## config.mk

```make
export PLATFORM = sky130hd
export DESIGN_NAME = tcp_client_controller
export DESIGN_NICKNAME = d
export VERILOG_FILES = /design/src/rtl/tcp_client_controller.sv
export SDC_FILE = /design/constraint.sdc
export NUM_CORES = 1
export LEC_CHECK = 0
export ABC_AREA = 0
export CAP_MARGIN = 15
export CELL_PAD_IN_SITES_DETAIL_PLACEMENT = 0
export CELL_PAD_IN_SITES_GLOBAL_PLACEMENT = 2
export CORE_MARGIN = 10
export CORE_UTILIZATION = 31
export DETAILED_ROUTE_END_ITERATION = 7
export PLACE_DENSITY = 0.9
export SETUP_SLACK_MARGIN = 0.15
export SYNTH_ARGS = -nofsm -noshare
export SYNTH_HDL_FRONTEND = slang
export SYNTH_SLANG_ARGS = --single-unit
```

## constraint.sdc

```tcl
create_clock -name clk -period 4.3 [get_ports clk]
set_input_delay 0.86 -clock clk [delete_from_list [all_inputs] [get_ports clk]]
set_output_delay 0.86 -clock clk [all_outputs]
set_load 0.03 [all_outputs]
```

## src/rtl/tcp_client_controller.sv

```systemverilog
// Active-open TCP connection controller.
// Opens a connection with SYN, completes the three-way handshake, acknowledges
// in-order payload and tears the connection down either actively (close_i) or
// passively (peer FIN). Sits between the rx header parser and the tx header writer.
module tcp_client_controller #(
  parameter logic [15:0] LOCAL_PORT    = 16'hF719,
  parameter logic [15:0] REMOTE_PORT   = 16'd5000,
  parameter logic [31:0] ISS           = 32'h0,
  parameter logic [31:0] SYN_TIMEOUT   = 32'd1250000,
  parameter int unsigned SYN_RETRIES   = 3,
  parameter logic [31:0] TIME_WAIT_CYC = 32'd125000
) (
  input  logic        clk,
  input  logic        rst,
  input  logic        open_i,
  input  logic        close_i,
  input  logic        tcp_op_rcv_i,
  input  logic [15:0] tcp_source_port_i,
  input  logic [5:0]  tcp_flags_i,
  input  logic [31:0] tcp_seq_num_i,
  input  logic [31:0] tcp_ack_num_i,
  input  logic [15:0] tcp_data_len_i,
  output logic        tcp_op_rcv_rd_o,
  output logic [15:0] tcp_source_port_o,
  output logic [15:0] tcp_dest_port_o,
  output logic [5:0]  tcp_flags_o,
  output logic [31:0] tcp_seq_num_o,
  output logic [31:0] tcp_ack_num_o,
  output logic [3:0]  tcp_head_len_o,
  output logic [15:0] tcp_data_len_o,
  output logic        tcp_start_o,
  input  logic        tcp_write_op_end_i,
  input  logic        trnsmt_busy_i,
  output logic        rx_accept_o,
  output logic        connected_o,
  output logic        error_o
);

  typedef enum logic [2:0] {
    ST_CLOSED,
    ST_SYN_SENT,
    ST_ESTABLISHED,
    ST_FIN_WAIT1,
    ST_FIN_WAIT2,
    ST_LAST_ACK,
    ST_TIME_WAIT
  } state_e;

  // Flag encodings, bit order {URG,ACK,PSH,RST,SYN,FIN}
  localparam logic [5:0] FLG_SYN     = 6'h02;
  localparam logic [5:0] FLG_RST     = 6'h04;
  localparam logic [5:0] FLG_ACK     = 6'h10;
  localparam logic [5:0] FLG_FIN_ACK = 6'h11;

  localparam logic [7:0] MAX_RETRIES = 8'(SYN_RETRIES);

  state_e      state_q, state_d;
  logic [31:0] snd_nxt_q, snd_nxt_d;
  logic [31:0] rcv_nxt_q, rcv_nxt_d;
  logic [31:0] timer_q, timer_d;
  logic [7:0]  retries_q, retries_d;
  logic        syn_pend_q, syn_pend_d;
  logic        close_pend_q, close_pend_d;
  logic        tx_busy_q, tx_busy_d;
  logic        start_q, start_d;
  logic        rd_q, rd_d;
  logic        accept_q, accept_d;
  logic        error_q, error_d;
  logic [5:0]  flags_q, flags_d;
  logic [31:0] seq_q, seq_d;
  logic [31:0] ack_q, ack_d;
  logic [3:0]  head_len_q, head_len_d;

  logic        tx_req;
  logic [5:0]  tx_flags;
  logic [31:0] tx_seq;
  logic [31:0] tx_ack;

  logic        seg;
  logic        seg_valid;
  logic        f_ack;
  logic        f_rst;
  logic        f_syn;
  logic        f_fin;
  logic        in_order;
  logic        has_len;
  logic        ack_ok;
  logic        can_tx;
  logic [31:0] rcv_adv;
  logic        unused_flags;

  // URG and PSH carry no meaning for this controller
  assign unused_flags = tcp_flags_i[5] ^ tcp_flags_i[3];

  assign seg       = tcp_op_rcv_i & rd_q;
  assign seg_valid = seg & (tcp_source_port_i == REMOTE_PORT);
  assign f_ack     = tcp_flags_i[4];
  assign f_rst     = tcp_flags_i[2];
  assign f_syn     = tcp_flags_i[1];
  assign f_fin     = tcp_flags_i[0];
  assign in_order  = (tcp_seq_num_i == rcv_nxt_q);
  assign has_len   = (tcp_data_len_i != 16'd0);
  assign ack_ok    = f_ack & (tcp_ack_num_i == snd_nxt_q);
  assign rcv_adv   = rcv_nxt_q + {16'd0, tcp_data_len_i} + {31'd0, f_fin};

  // Header pop handshake and writer-busy tracking; self-initiated sends defer to a pending pop
  always_comb begin
    rd_d      = tcp_op_rcv_i & ~rd_q & ~tx_busy_q & ~start_q & ~trnsmt_busy_i;
    tx_busy_d = tx_busy_q;
    if (start_q) begin
      tx_busy_d = 1'b1;
    end else if (tcp_write_op_end_i) begin
      tx_busy_d = 1'b0;
    end
    can_tx = ~tx_busy_q & ~start_q & ~rd_q & ~rd_d;
  end

  // Connection state machine: next state, sequence space and the segment to send
  always_comb begin
    state_d      = state_q;
    snd_nxt_d    = snd_nxt_q;
    rcv_nxt_d    = rcv_nxt_q;
    timer_d      = timer_q;
    retries_d    = retries_q;
    syn_pend_d   = syn_pend_q;
    accept_d     = 1'b0;
    error_d      = 1'b0;
    tx_req       = 1'b0;
    tx_flags     = FLG_ACK;
    tx_seq       = snd_nxt_q;
    tx_ack       = rcv_nxt_q;
    close_pend_d = 1'b0;

    case (state_q)
      ST_CLOSED: begin
        timer_d    = 32'd0;
        retries_d  = 8'd0;
        syn_pend_d = 1'b0;
        if (open_i) begin
          state_d   = ST_SYN_SENT;
          snd_nxt_d = ISS + 32'd1;
          rcv_nxt_d = 32'd0;
          if (can_tx) begin
            tx_req   = 1'b1;
            tx_flags = FLG_SYN;
            tx_seq   = ISS;
            tx_ack   = 32'd0;
            timer_d  = 32'd1;
          end else begin
            syn_pend_d = 1'b1;
          end
        end
      end

      ST_SYN_SENT: begin
        // The timer counts the SYN's own send cycle as its first tick
        if (!syn_pend_q && timer_q != SYN_TIMEOUT) begin
          timer_d = timer_q + 32'd1;
        end
        if (seg_valid) begin
          if (f_rst) begin
            if (tcp_ack_num_i == snd_nxt_q) begin
              state_d = ST_CLOSED;
              error_d = 1'b1;
            end
          end else if (f_syn && ack_ok) begin
            rcv_nxt_d = tcp_seq_num_i + 32'd1;
            tx_req    = 1'b1;
            tx_ack    = tcp_seq_num_i + 32'd1;
            state_d   = ST_ESTABLISHED;
          end else if (f_ack && !ack_ok) begin
            tx_req   = 1'b1;
            tx_flags = FLG_RST;
            tx_seq   = tcp_ack_num_i;
            tx_ack   = 32'd0;
          end
        end else if (syn_pend_q) begin
          if (can_tx) begin
            tx_req     = 1'b1;
            tx_flags   = FLG_SYN;
            tx_seq     = ISS;
            tx_ack     = 32'd0;
            syn_pend_d = 1'b0;
            timer_d    = 32'd1;
          end
        end else if (timer_q == SYN_TIMEOUT) begin
          if (retries_q < MAX_RETRIES) begin
            if (can_tx) begin
              tx_req    = 1'b1;
              tx_flags  = FLG_SYN;
              tx_seq    = ISS;
              tx_ack    = 32'd0;
              retries_d = retries_q + 8'd1;
              timer_d   = 32'd1;
            end
          end else begin
            state_d = ST_CLOSED;
            error_d = 1'b1;
          end
        end
      end

      ST_ESTABLISHED: begin
        if (seg_valid) begin
          if (f_rst) begin
            state_d = ST_CLOSED;
            error_d = 1'b1;
          end else if (in_order) begin
            // A bare in-order ACK is not itself acknowledged
            if (f_fin) begin
              rcv_nxt_d = rcv_adv;
              accept_d  = has_len;
              tx_req    = 1'b1;
              tx_flags  = FLG_FIN_ACK;
              tx_ack    = rcv_adv;
              snd_nxt_d = snd_nxt_q + 32'd1;
              state_d   = ST_LAST_ACK;
            end else if (has_len) begin
              rcv_nxt_d = rcv_adv;
              accept_d  = 1'b1;
              tx_req    = 1'b1;
              tx_ack    = rcv_adv;
            end
          end else if (has_len || f_fin) begin
            tx_req = 1'b1;
          end
        end else if (close_pend_q && can_tx) begin
          tx_req    = 1'b1;
          tx_flags  = FLG_FIN_ACK;
          snd_nxt_d = snd_nxt_q + 32'd1;
          state_d   = ST_FIN_WAIT1;
        end
      end

      ST_FIN_WAIT1, ST_FIN_WAIT2: begin
        if (seg_valid) begin
          if (f_rst) begin
            state_d = ST_CLOSED;
            error_d = 1'b1;
          end else begin
            if (in_order) begin
              rcv_nxt_d = rcv_adv;
              accept_d  = has_len;
            end
            if (in_order && f_fin) begin
              tx_req  = 1'b1;
              tx_ack  = rcv_adv;
              timer_d = 32'd0;
              state_d = ST_TIME_WAIT;
            end else begin
              if (state_q == ST_FIN_WAIT1 && ack_ok) begin
                state_d = ST_FIN_WAIT2;
              end
              if (in_order && has_len) begin
                tx_req = 1'b1;
                tx_ack = rcv_adv;
              end else if (!in_order && (has_len || f_fin)) begin
                tx_req = 1'b1;
              end
            end
          end
        end
      end

      ST_LAST_ACK: begin
        if (seg_valid) begin
          if (f_rst) begin
            state_d = ST_CLOSED;
            error_d = 1'b1;
          end else if (ack_ok) begin
            state_d = ST_CLOSED;
          end
        end
      end

      ST_TIME_WAIT: begin
        if (timer_q != TIME_WAIT_CYC) begin
          timer_d = timer_q + 32'd1;
        end
        if (seg_valid) begin
          if (f_rst) begin
            state_d = ST_CLOSED;
            error_d = 1'b1;
          end else if (f_fin) begin
            // The peer missed our ACK of its FIN: repeat it and wait out the full period again
            tx_req  = 1'b1;
            timer_d = 32'd0;
          end
        end else if (timer_q == TIME_WAIT_CYC) begin
          state_d = ST_CLOSED;
        end
      end

      default: begin
        state_d = ST_CLOSED;
      end
    endcase

    // A close request only survives while the connection stays established
    close_pend_d = (state_d == ST_ESTABLISHED) &&
                   (close_pend_q || (close_i && state_q == ST_ESTABLISHED));
  end

  // Transmit header fields are captured with the start pulse and held until the next one
  always_comb begin
    start_d    = tx_req;
    flags_d    = flags_q;
    seq_d      = seq_q;
    ack_d      = ack_q;
    head_len_d = head_len_q;
    if (tx_req) begin
      flags_d    = tx_flags;
      seq_d      = tx_seq;
      ack_d      = tx_ack;
      head_len_d = (tx_flags == FLG_SYN) ? 4'd8 : 4'd5;
    end
  end

  // State and output registers; reset drops any connection without signalling the peer
  always_ff @(posedge clk) begin
    if (rst) begin
      state_q      <= ST_CLOSED;
      snd_nxt_q    <= ISS;
      rcv_nxt_q    <= 32'd0;
      timer_q      <= 32'd0;
      retries_q    <= 8'd0;
      syn_pend_q   <= 1'b0;
      close_pend_q <= 1'b0;
      tx_busy_q    <= 1'b0;
      start_q      <= 1'b0;
      rd_q         <= 1'b0;
      accept_q     <= 1'b0;
      error_q      <= 1'b0;
      flags_q      <= 6'd0;
      seq_q        <= 32'd0;
      ack_q        <= 32'd0;
      head_len_q   <= 4'd5;
    end else begin
      state_q      <= state_d;
      snd_nxt_q    <= snd_nxt_d;
      rcv_nxt_q    <= rcv_nxt_d;
      timer_q      <= timer_d;
      retries_q    <= retries_d;
      syn_pend_q   <= syn_pend_d;
      close_pend_q <= close_pend_d;
      tx_busy_q    <= tx_busy_d;
      start_q      <= start_d;
      rd_q         <= rd_d;
      accept_q     <= accept_d;
      error_q      <= error_d;
      flags_q      <= flags_d;
      seq_q        <= seq_d;
      ack_q        <= ack_d;
      head_len_q   <= head_len_d;
    end
  end

  assign tcp_op_rcv_rd_o   = rd_q;
  assign tcp_source_port_o = LOCAL_PORT;
  assign tcp_dest_port_o   = REMOTE_PORT;
  assign tcp_flags_o       = flags_q;
  assign tcp_seq_num_o     = seq_q;
  assign tcp_ack_num_o     = ack_q;
  assign tcp_head_len_o    = head_len_q;
  assign tcp_data_len_o    = 16'd0;
  assign tcp_start_o       = start_q;
  assign rx_accept_o       = accept_q;
  assign connected_o       = (state_q == ST_ESTABLISHED);
  assign error_o           = error_q;

endmodule

```

Fig. 1: run 1, signal wires on met1
Bar = 50 µm. Supply wires on this layer in grey.
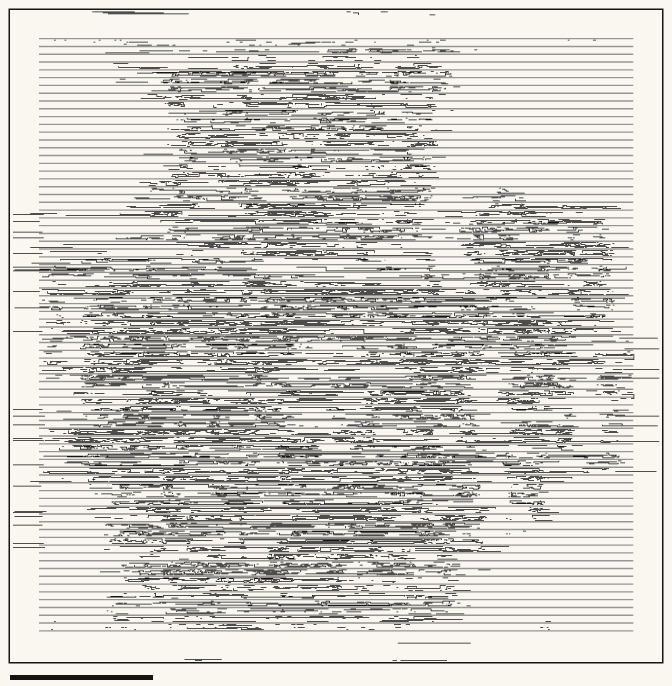
1997 nets have wire on it. The layer carries 25.5 mm of wire. The layer holds 43% of the routed length.

Fig. 2: run 1, signal wires on met2
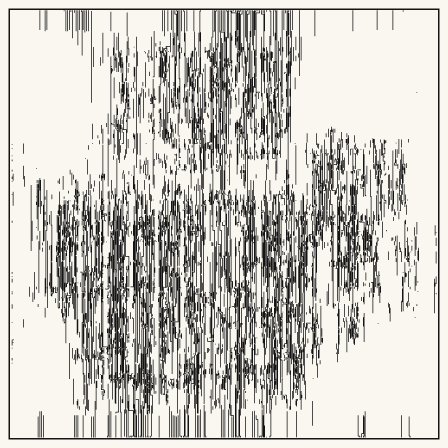
The wires run mostly vertical. 1772 nets have wire on it. The layer carries 27.4 mm of wire. The layer holds 46% of the routed length.
Total Wirelength: 59.4 mm
Global Route met2 Usage: 0.355

==> reports/qor.log, run 1 <==
qor: final_layout.layout.cells.most_common_list 184 x dfxtp_1, 181 x clkdlybuf4s50_1, 175 x a21oi_1
qor: worst_setup_path.crit_start tcp_source_port_i[2]
qor: final_layout.post_layout_nonfiller_instances 2599
qor: grt.overflow 0
qor: sta.finalSetupViolCount 0
qor: logic_synthesis.syn_area_per_cell 7.49 µm²
qor: power.netSwitchingFraction 0.331
qor: floorplan.num_tap_cells 585
qor: worst_setup_path.cp.depth 13
qor: logic_synthesis.top_area_frac 0.276
qor: route.drt.antenna.violating_nets 0
qor: placement.post-dp-hpwl 44.9 mm
qor: route.met2RoutedLength 27.4 mm
qor: power.power.share.sequential 0.404
qor: worst_setup_path.worstReg2RegEnd snd_nxt_q[8]
qor: final_layout.num-multi-input-gates 1447
qor: route.detail_route.vias_per_cell 5.76
qor: sta.skew 0.0140 ns
qor: logic_synthesis.ys_dominant_reg_cell dfxtp_1
qor: power.p_int 3.02 mW
qor: final_layout.area.share.combinational 0.525
qor: route.route.detailed.drc 0
qor: min_path.holdPathEnd tcp_flags_o[1]
qor: logic_synthesis.synth-adder-area-share 0.0217
qor: sta.finalMaxSlewViolations 0
qor: final_layout.fraction_of_area_in_registers 0.216
qor: floorplan.placeableCoreArea 42900 µm²
qor: route.drtIter0Drc 1734
qor: power.power.leakage 6.05 nW
qor: worst_setup_path.critPathCaptureType flop
qor: logic_synthesis.synth-simple-area-share 0.246
qor: grt.global_route.usage.total 0.224
qor: power.pwr-share-clk 0.357
qor: placement.place.gp.congestion 0.957
qor: worst_setup_path.arrival 4.42 ns
qor: final_layout.inv_count 38
qor: run_status.outcome finished clean
qor: final_layout.finalNetCount 2131
qor: route.met3_wirelength 5.04 mm
qor: floorplan.die_height 228 µm
qor: sta.tightestPinTransition 0.906 ns
qor: final_layout.final_area 17000 µm²
qor: sta.hold_viol_final 0
qor: clock_network.root_buffer clkbuf_16
qor: logic_synthesis.yosys.area_share.aoi 0.280
qor: power.pwr_density_cell 265 nW/µm²
Fig. 3: run 1, the metal 3 layer
Bar = 50 µm.
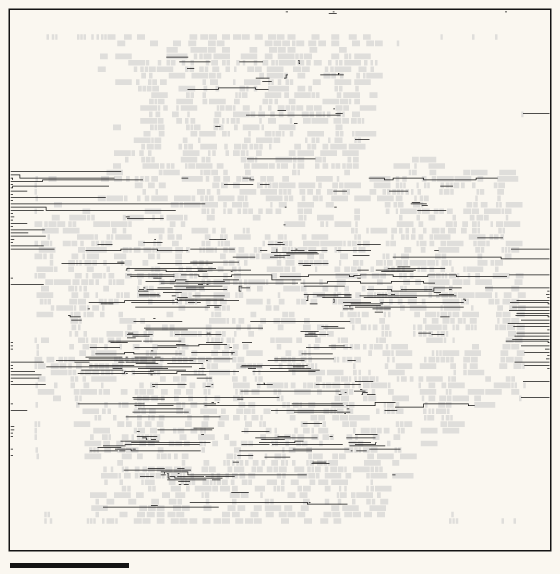
281 nets have wire on it. The longest straight run is 81.7 µm. The layer carries 5040 µm of wire.

Fig. 4: run 1, the metal 4 layer
Supply wires on this layer in grey.
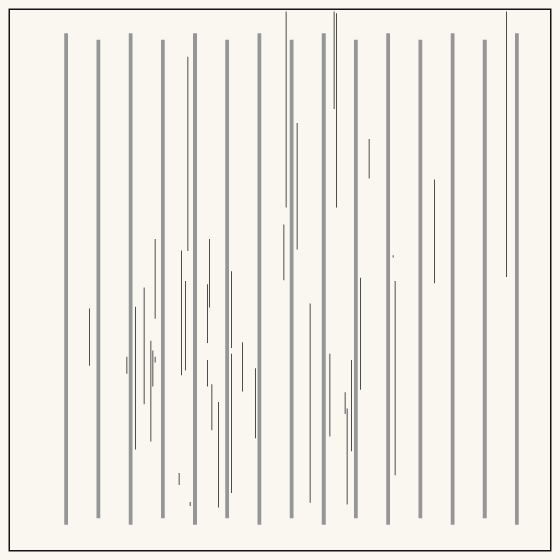
The longest straight run is 112 µm. The wires run mostly vertical. The layer holds 2.5% of the routed length. 31 nets have wire on it. The layer carries 1460 µm of wire.

==> run 1 -> run 2 <==
PLACE_DENSITY = 0.79   (was 0.9)
==> run 2 against run 1 <==
Compared with the run above: sequential power about the same; clock skew increased by 0.0079 ns; design area increased by 0.16%; fmax increased by 1.1%; sequential cell count unchanged; combinational power about the same; register-to-register slack got worse by 0.12 ns; critical path type unchanged; critical endpoint is now rcv_nxt_q[28]; total power increased by 3.3%.
==> reports/qor.log, run 2 <==
qor: final_layout.antennaDiodeCount 1
qor: floorplan.placement_rows 76
qor: grt.use_met2 0.351
qor: worst_setup_path.arrival 4.30 ns
qor: final_layout.areaGrowthSynthToFinish 27.6%
qor: logic_synthesis.top_area_frac 0.276
qor: logic_synthesis.synthCells 1785
qor: power.switchingPower 1.60 mW
qor: route.route.top_layer_used met5
qor: placement.placement.cell_area 16400 µm²
qor: floorplan.placeableCoreArea 42900 µm²
qor: final_layout.fraction_of_area_in_registers 0.216
qor: worst_setup_path.crit_start tcp_flags_i[0]
qor: run_status.outcome finished clean
qor: sta.hold_viol_final 0
qor: final_layout.inv_count 38
qor: logic_synthesis.top_cell_type_by_total_area_after_synthesis dfxtp_1
qor: route.route.detailed.drc 0
qor: logic_synthesis.synth-simple-area-share 0.246
qor: final_layout.drive_above_1_share 0.0998
qor: worst_setup_path.worstReg2RegEnd timer_q[19]
qor: logic_synthesis.syn_area_per_cell 7.49 µm²
qor: final_layout.layout.cells.most_common_list 184 x dfxtp_1, 180 x clkdlybuf4s50_1, 176 x a21oi_1
qor: power.netSwitchingFraction 0.342
qor: power.pwr_density_cell 274 nW/µm²
qor: power.power.leakage 6.08 nW
qor: route.met3_wirelength 3.83 mm
qor: worst_setup_path.cp_top_family AND-OR/OR-AND gates
qor: min_path.holdPathEnd tcp_head_len_o[3]
qor: placement.post-dp-hpwl 44.9 mm
qor: min_path.holdPathStages 2
qor: final_layout.postLayoutCoreUtil 0.398
qor: logic_synthesis.mappedNetlistArea 13400 µm²
qor: logic_synthesis.seq_area_frac_synth 0.276
qor: grt.gr-usage-met1 0.309
qor: final_layout.final-nonclk-buf-share 0.171
qor: grt.global_route.usage.total 0.225
qor: sta.achievable-frequency 254 MHz
qor: sta.tightestPinTransition 1.12 ns
qor: final_layout.area.share.combinational 0.524
qor: final_layout.post_layout_nonfiller_instances 2600
qor: sta.skew 0.0218 ns
qor: floorplan.num_tap_cells 585
qor: logic_synthesis.post_synth_num_cell_types 85
qor: route.drtIter0Drc 1572
qor: logic_synthesis.yosys.area_share.xor_xnor 0.0905
qor: power.pwr-share-clk 0.380
qor: logic_synthesis.synth.yosys.chip_area 13400 µm²
qor: logic_synthesis.synth.cells.most_frequent 184 x dfxtp_1, 176 x a21oi_1, 157 x nor2_1
qor: sta.finalSetupViolCount 0
qor: clock_network.ctsHoldBuffers 0
qor: power.power.share.combinational 0.231
qor: grt.via_count_of_the_first_global_routing_pass 13800
qor: worst_setup_path.critical_path.max_fanout 9
qor: worst_setup_path.cp.depth 13
qor: logic_synthesis.ys_dominant_reg_cell dfxtp_1
qor: clock_network.clkSlewWorstSetupHoldPaths 0.08 ns
qor: floorplan.die_height 228 µm
qor: logic_synthesis.synth-adder-area-share 0.0217
qor: floorplan.floorplanUtilization 0.312
qor: final_layout.finalNetCount 2132
qor: logic_synthesis.main_logic_family AND-OR/OR-AND gates
qor: power.vdd.ir_drop.worst 0.000247 V
qor: worst_setup_path.worst-path-buf-inv 3
qor: power.p_int 3.07 mW
qor: clock_network.root_buffer clkbuf_16
qor: power.power.share.sequential 0.390
qor: route.drt.antenna.violating_nets 0
qor: worst_setup_path.worst-r2r-setup-slack 0.76 ns
qor: final_layout.num-multi-input-gates 1447
qor: final_layout.final_area 17000 µm²
qor: route.met2RoutedLength 27.2 mm
qor: worst_setup_path.critPathCaptureType flop
qor: route.detail_route.vias_per_cell 5.71
qor: clock_network.cts_tree yes
qor: job.cap_viol_max_count 0
qor: worst_setup_path.crit_top_cell a21oi_1
qor: placement.place.gp.congestion 0.930
qor: route.wl_per_cell 22.9 µm
qor: route.drt_pass1_iterations 6
qor: logic_synthesis.yosys.area_share.aoi 0.280
qor: sta.finalMaxSlewViolations 0
qor: clock_network.worstSkewPairLatency 0.50 ns
qor: grt.overflow 0
Fig. 5: run 2, the metal 3 layer
Bar = 50 µm.
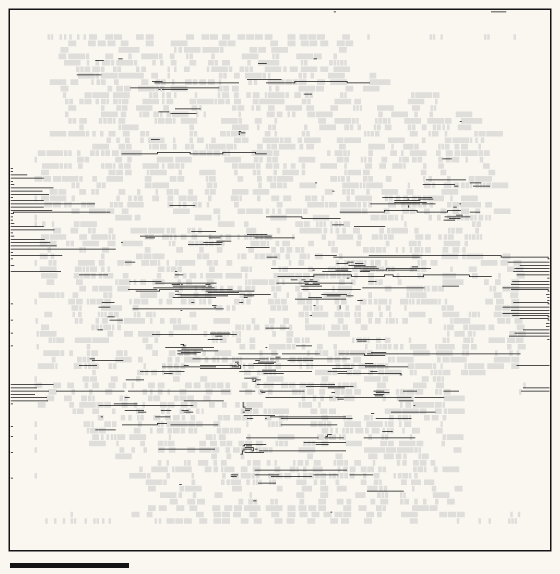
The wires run mostly horizontal. The layer holds 6.4% of the routed length. 243 nets have wire on it. The layer carries 3830 µm of wire.

Fig. 6: run 2, the metal 4 layer
Supply wires on this layer in grey.
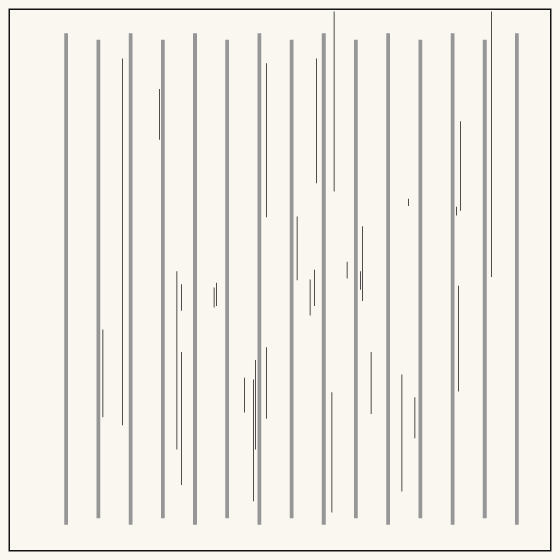
The wires run mostly vertical. 25 nets have wire on it. The layer carries 1140 µm of wire. The longest straight run is 154 µm. The layer holds 1.9% of the routed length.
Total Wirelength: 59.7 mm
via count: 14900

Power is estimated from default activity; no workload was simulated.
